<file path="src/rtl/rv32i_types.sv">
// Shared types for the cacheline adapter: FSM state encoding and burst length.
package rv32i_types;

  localparam int unsigned CACHELINE_BEATS = 4;

  typedef enum logic [2:0] {
    IDLE,
    RD_REQ,
    RD_WAIT,
    WR_BEAT,
    RESP
  } cacheline_adapter_state_t;

endpackage

</file>
<file path="src/rtl/cacheline_adapter.sv">
// Converts one DFP cacheline read/write into a 4-beat bmem burst, one transaction at a time.
// Optional: define CACHELINE_ADAPTER_RADDR_CHECK_EN to filter read beats by bmem_raddr.
module cacheline_adapter
  import rv32i_types::*;
#(
  parameter int unsigned LINE_W = 256,
  parameter int unsigned BEAT_W = 64
) (
  input  logic              clk,
  input  logic              rst,
  input  logic [31:0]       dfp_addr,
  input  logic              dfp_read,
  input  logic              dfp_write,
  input  logic [LINE_W-1:0] dfp_wdata,
  output logic [LINE_W-1:0] dfp_rdata,
  output logic              dfp_resp,
  output logic [31:0]       bmem_addr,
  output logic              bmem_read,
  output logic              bmem_write,
  output logic [BEAT_W-1:0] bmem_wdata,
  input  logic              bmem_ready,
  input  logic [31:0]       bmem_raddr,
  input  logic [BEAT_W-1:0] bmem_rdata,
`ifdef CACHELINE_ADAPTER_RADDR_CHECK_EN
  output logic              raddr_err,
`endif
  input  logic              bmem_rvalid
);

  localparam int unsigned BEATS = LINE_W / BEAT_W;
  localparam int unsigned CNT_W = $clog2(BEATS);
  localparam int unsigned OFF_W = $clog2(LINE_W / 8);
  localparam logic [CNT_W-1:0] LAST_BEAT = CNT_W'(BEATS - 1);

  cacheline_adapter_state_t state_q, state_d;
  logic [CNT_W-1:0]  cnt_q, cnt_d;
  logic [31:0]       addr_q, addr_d;
  logic [LINE_W-1:0] wline_q, wline_d;
  logic [LINE_W-1:0] rline_q, rline_d;
  logic              beat_ok;
  logic              unused_bits;

`ifdef CACHELINE_ADAPTER_RADDR_CHECK_EN
  logic raddr_match;
  logic err_q, err_d;

  assign raddr_match = (bmem_raddr[31:OFF_W] == addr_q[31:OFF_W]);
  assign beat_ok     = bmem_rvalid && raddr_match;
  assign unused_bits = ^{dfp_addr[OFF_W-1:0], bmem_raddr[OFF_W-1:0]};

  always_comb begin
    err_d = err_q;
    if (state_q == RD_WAIT && bmem_rvalid && !raddr_match) begin
      err_d = 1'b1;
    end
  end

  always_ff @(posedge clk or posedge rst) begin
    if (rst) begin
      err_q <= 1'b0;
    end else begin
      err_q <= err_d;
    end
  end

  assign raddr_err = err_q;
`else
  assign beat_ok     = bmem_rvalid;
  assign unused_bits = ^{dfp_addr[OFF_W-1:0], bmem_raddr};
`endif

  always_comb begin
    state_d = state_q;
    cnt_d   = cnt_q;
    addr_d  = addr_q;
    wline_d = wline_q;
    rline_d = rline_q;
    case (state_q)
      IDLE: begin
        // Write-back wins when both requests are raised together.
        if (dfp_write) begin
          addr_d  = {dfp_addr[31:OFF_W], {OFF_W{1'b0}}};
          wline_d = dfp_wdata;
          cnt_d   = '0;
          state_d = WR_BEAT;
        end else if (dfp_read) begin
          addr_d  = {dfp_addr[31:OFF_W], {OFF_W{1'b0}}};
          cnt_d   = '0;
          state_d = RD_REQ;
        end
      end
      RD_REQ: begin
        if (bmem_ready) begin
          cnt_d   = '0;
          state_d = RD_WAIT;
        end
      end
      RD_WAIT: begin
        if (beat_ok) begin
          rline_d[cnt_q*BEAT_W +: BEAT_W] = bmem_rdata;
          cnt_d = cnt_q + 1'b1;
          if (cnt_q == LAST_BEAT) begin
            state_d = RESP;
          end
        end
      end
      WR_BEAT: begin
        if (bmem_ready) begin
          cnt_d = cnt_q + 1'b1;
          if (cnt_q == LAST_BEAT) begin
            state_d = RESP;
          end
        end
      end
      RESP:    state_d = IDLE;
      default: state_d = IDLE;
    endcase
  end

  always_ff @(posedge clk or posedge rst) begin
    if (rst) begin
      state_q <= IDLE;
      cnt_q   <= '0;
      addr_q  <= '0;
      wline_q <= '0;
      rline_q <= '0;
    end else begin
      state_q <= state_d;
      cnt_q   <= cnt_d;
      addr_q  <= addr_d;
      wline_q <= wline_d;
      rline_q <= rline_d;
    end
  end

  // Every output is a decode of registered state only.
  assign dfp_resp   = (state_q == RESP);
  assign dfp_rdata  = rline_q;
  assign bmem_read  = (state_q == RD_REQ);
  assign bmem_write = (state_q == WR_BEAT);
  assign bmem_addr  = addr_q;
  assign bmem_wdata = wline_q[cnt_q*BEAT_W +: BEAT_W];

endmodule

</file>
<file path="config.mk">
export PLATFORM = sky130hd
export DESIGN_NAME = cacheline_adapter
export DESIGN_NICKNAME = d
export VERILOG_FILES = /design/src/rtl/rv32i_types.sv /design/src/rtl/cacheline_adapter.sv
export SDC_FILE = /design/constraint.sdc
export NUM_CORES = 1
export LEC_CHECK = 0
export CAP_MARGIN = 20
export CELL_PAD_IN_SITES_DETAIL_PLACEMENT = 0
export CELL_PAD_IN_SITES_GLOBAL_PLACEMENT = 1
export CORE_AREA = 2 2 286 288
export DETAILED_ROUTE_END_ITERATION = 6
export DIE_AREA = 0 0 288 290
export PLACE_DENSITY = 0.78
export SLEW_MARGIN = 25
export SYNTH_ARGS = -nofsm -noshare
export SYNTH_HDL_FRONTEND = slang
export SYNTH_SLANG_ARGS = --single-unit
</file>
<file path="constraint.sdc">
create_clock -name clk -period 31.4 [get_ports clk]
set_input_delay 6.28 -clock clk [delete_from_list [all_inputs] [get_ports clk]]
set_output_delay 6.28 -clock clk [all_outputs]
set_load 0.05 [all_outputs]
</file>
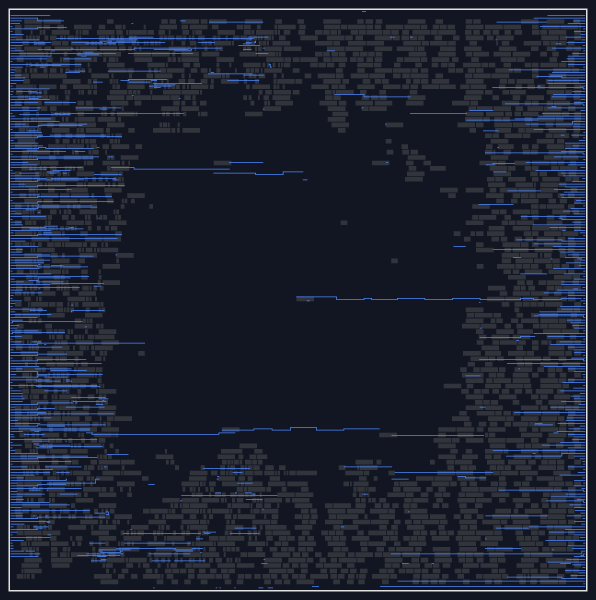
*Metal 3*
Scale: 2 px per micron. Cells faint in the background.
nets with wire on the layer	509
wire length on this layer	8730 microns

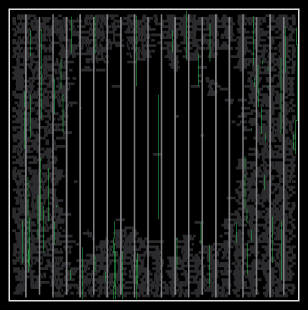
*M4 wires*
Scale: 1 px per micron. Supply wires on this layer in gray. Cells faint in the background.
longest straight run	124 microns
nets with wire on the layer	37
wire length on this layer	2240 microns

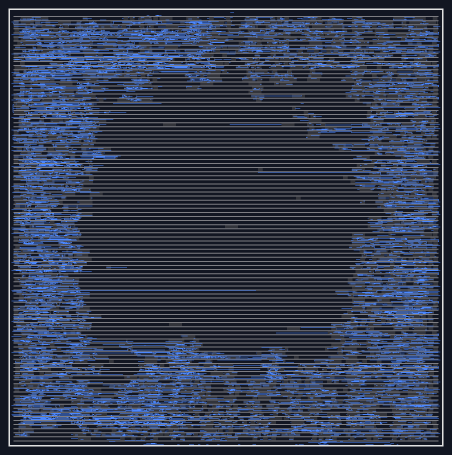
*Signal wires on met1*
Scale: 1.5 px per micron. Supply wires on this layer in gray. Cells faint in the background.
wire length on this layer	29.8 mm
main direction	horizontal
nets with wire on the layer	2531
share of all routed wire	38%

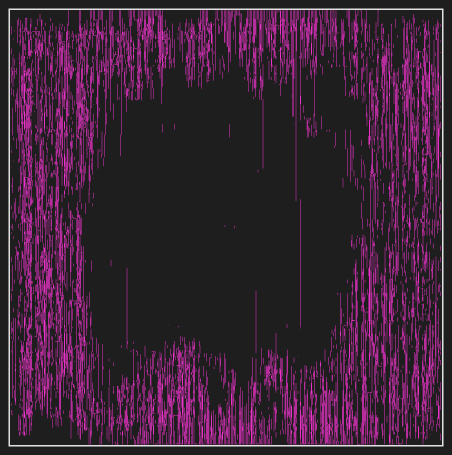
*Met2 routing*
Scale: 1.5 px per micron.
longest straight run	127 microns
nets with wire on the layer	2489
wire length on this layer	37.3 mm
share of all routed wire	48%
main direction	vertical

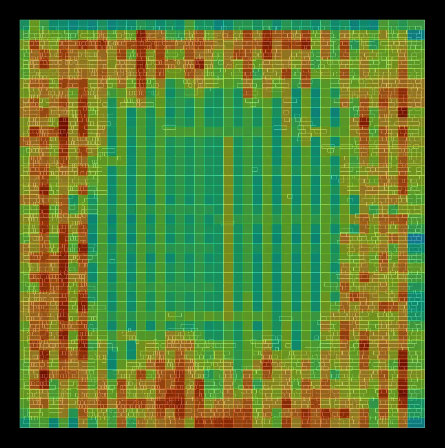
*Track usage over the die*
met2 track utilization from global routing: 29.7%
Most Used Layer, Global Route: met2

==> notes.org <==
#+TITLE: Physical design notes

** Floorplanning
- Total number of placement rows :: 104
- After floorplanning, the core was sized to cover 0.0802 sq mm.

** Setup path
- Critical R2R Launch :: state_q[1]
- Setup slack of the most critical reg-to-reg path :: 27690 ps
- Type of element capturing the critical path :: output port
- Crit path cell chain :: buf_4 > mux4_2 > clkdlybuf4s50_1
- Start point of the critical path :: cnt_q[0]
- The worst setup path is of the flip-flop to output port kind.
- Arrival time of the worst setup path :: 3730 ps

** STA
- In the final run the clock tree shows a worst skew of 16.6 ps.
- Final period util :: 31.9%
- Number of max-slew violations in the final report :: 0

** Route
- Summed over all nets, wire length on met2 after detailed routing comes to 37300 microns.
- Initial detailed-routing violation count :: 1118
- Vias :: 17700
- Vias per inst :: 4.91
- Routed wire length :: 78100 microns

** Clocking
- The H-tree was split into 2 levels.
- Clock tree synthesis selected as its root buffer the cell sky130_fd_sc_hd__clkbuf_16.
- Deepest clock path buffer count :: 3
- Late-Pin Clk Latency :: 600 ps

** Status
- Result of the run :: finished, final reports clean

** Logic synthesis
- Summing the sequential cell areas from Yosys gives 58.6% of the chip area.
- The synthesized instance count is 1866.
- In this run, distinct cell masters in the synthesized netlist total 29.
- Per the synthesis report, the adder-cell share of the synthesized area is 0.269%.
- Top logic family :: multiplexers
- Synthesized-area fraction occupied by ao, oa, aoi and oai cells :: 5.69%

** Layout
- After routing the design area is 0.0332 sq mm.
- The finished design was reported to have a net count of 2891.

** GRT
- First-pass GRT wire length :: 118000 microns
- Via count of the first global-routing pass :: 18900
- The initial antenna violation count came to 13.

** Pwr
- Switching power as a share of total power :: 45.0%
- Sequential Power Share :: 29.8%

** Placed design
- Input and output buffers added on the ports amount to 702.
==> power groups by stage <==
stage               logic (mW)  clock network [mW]  registers (mW)
finish                    2.05               0.754            1.19
detailed placement        2.06                   0            1.20
floorplan                0.971                   0            1.57
global placement          2.04                   0            1.18
CTS                       2.06               0.774            1.19
global route              2.14               0.804            1.23
==> cell usage after synthesis, types with 6 or more instances <==
library cell,n,area (sq um)
sky130_fd_sc_hd__dfrtp_1,544,13600
sky130_fd_sc_hd__inv_1,261,980
sky130_fd_sc_hd__mux2_2,260,2930
sky130_fd_sc_hd__o21ai_0,258,1290
sky130_fd_sc_hd__nand4_1,256,1600
sky130_fd_sc_hd__buf_2,65,325
sky130_fd_sc_hd__clkbuf_1,64,240
sky130_fd_sc_hd__mux4_2,64,1440
sky130_fd_sc_hd__buf_4,26,195
sky130_fd_sc_hd__mux2_1,24,270
sky130_fd_sc_hd__buf_6,6,67.6
==> worst max-delay path, delay by kind of cell, from the launching register on <==
kind / cells / cell delay (ps)
flip-flops: 1 / 1000
multiplexers: 1 / 640
buffers and inverters: 2 / 1400
==> state kept, by name (all words and copies together), names as in the netlist <==
name and count:
bmem_addr 27, state_q 3, cnt_q 2, dfp_rdata 256, wline_q 256
==> stage by stage <==
step / std cells / power, mW / util, %
final: 3611 / 4.00 / 41.4
after global routing: 3610 / 4.17 / 41.4
after detailed placement: 3492 / 3.25 / 38.7
after floorplan: 1870 / 2.54 / -
after CTS: 3604 / 4.03 / 41.4
after global placement: 3492 / 3.22 / 38.7
==> layout make-up <==
type / instances / area, sq um
Inverter: 261 / 987
Timing Repair Buffer: 729 / 7270
Clock buffer: 82 / 1730
Antenna cell: 6 / 15.0
Sequential cell: 544 / 13600
Fill cell: 7462 / 46900
Tap cell: 1060 / 1330
Multi-Input combinational cell: 899 / 7880
Clock inverter: 30 / 403
Power and IR drop assume default switching activity.
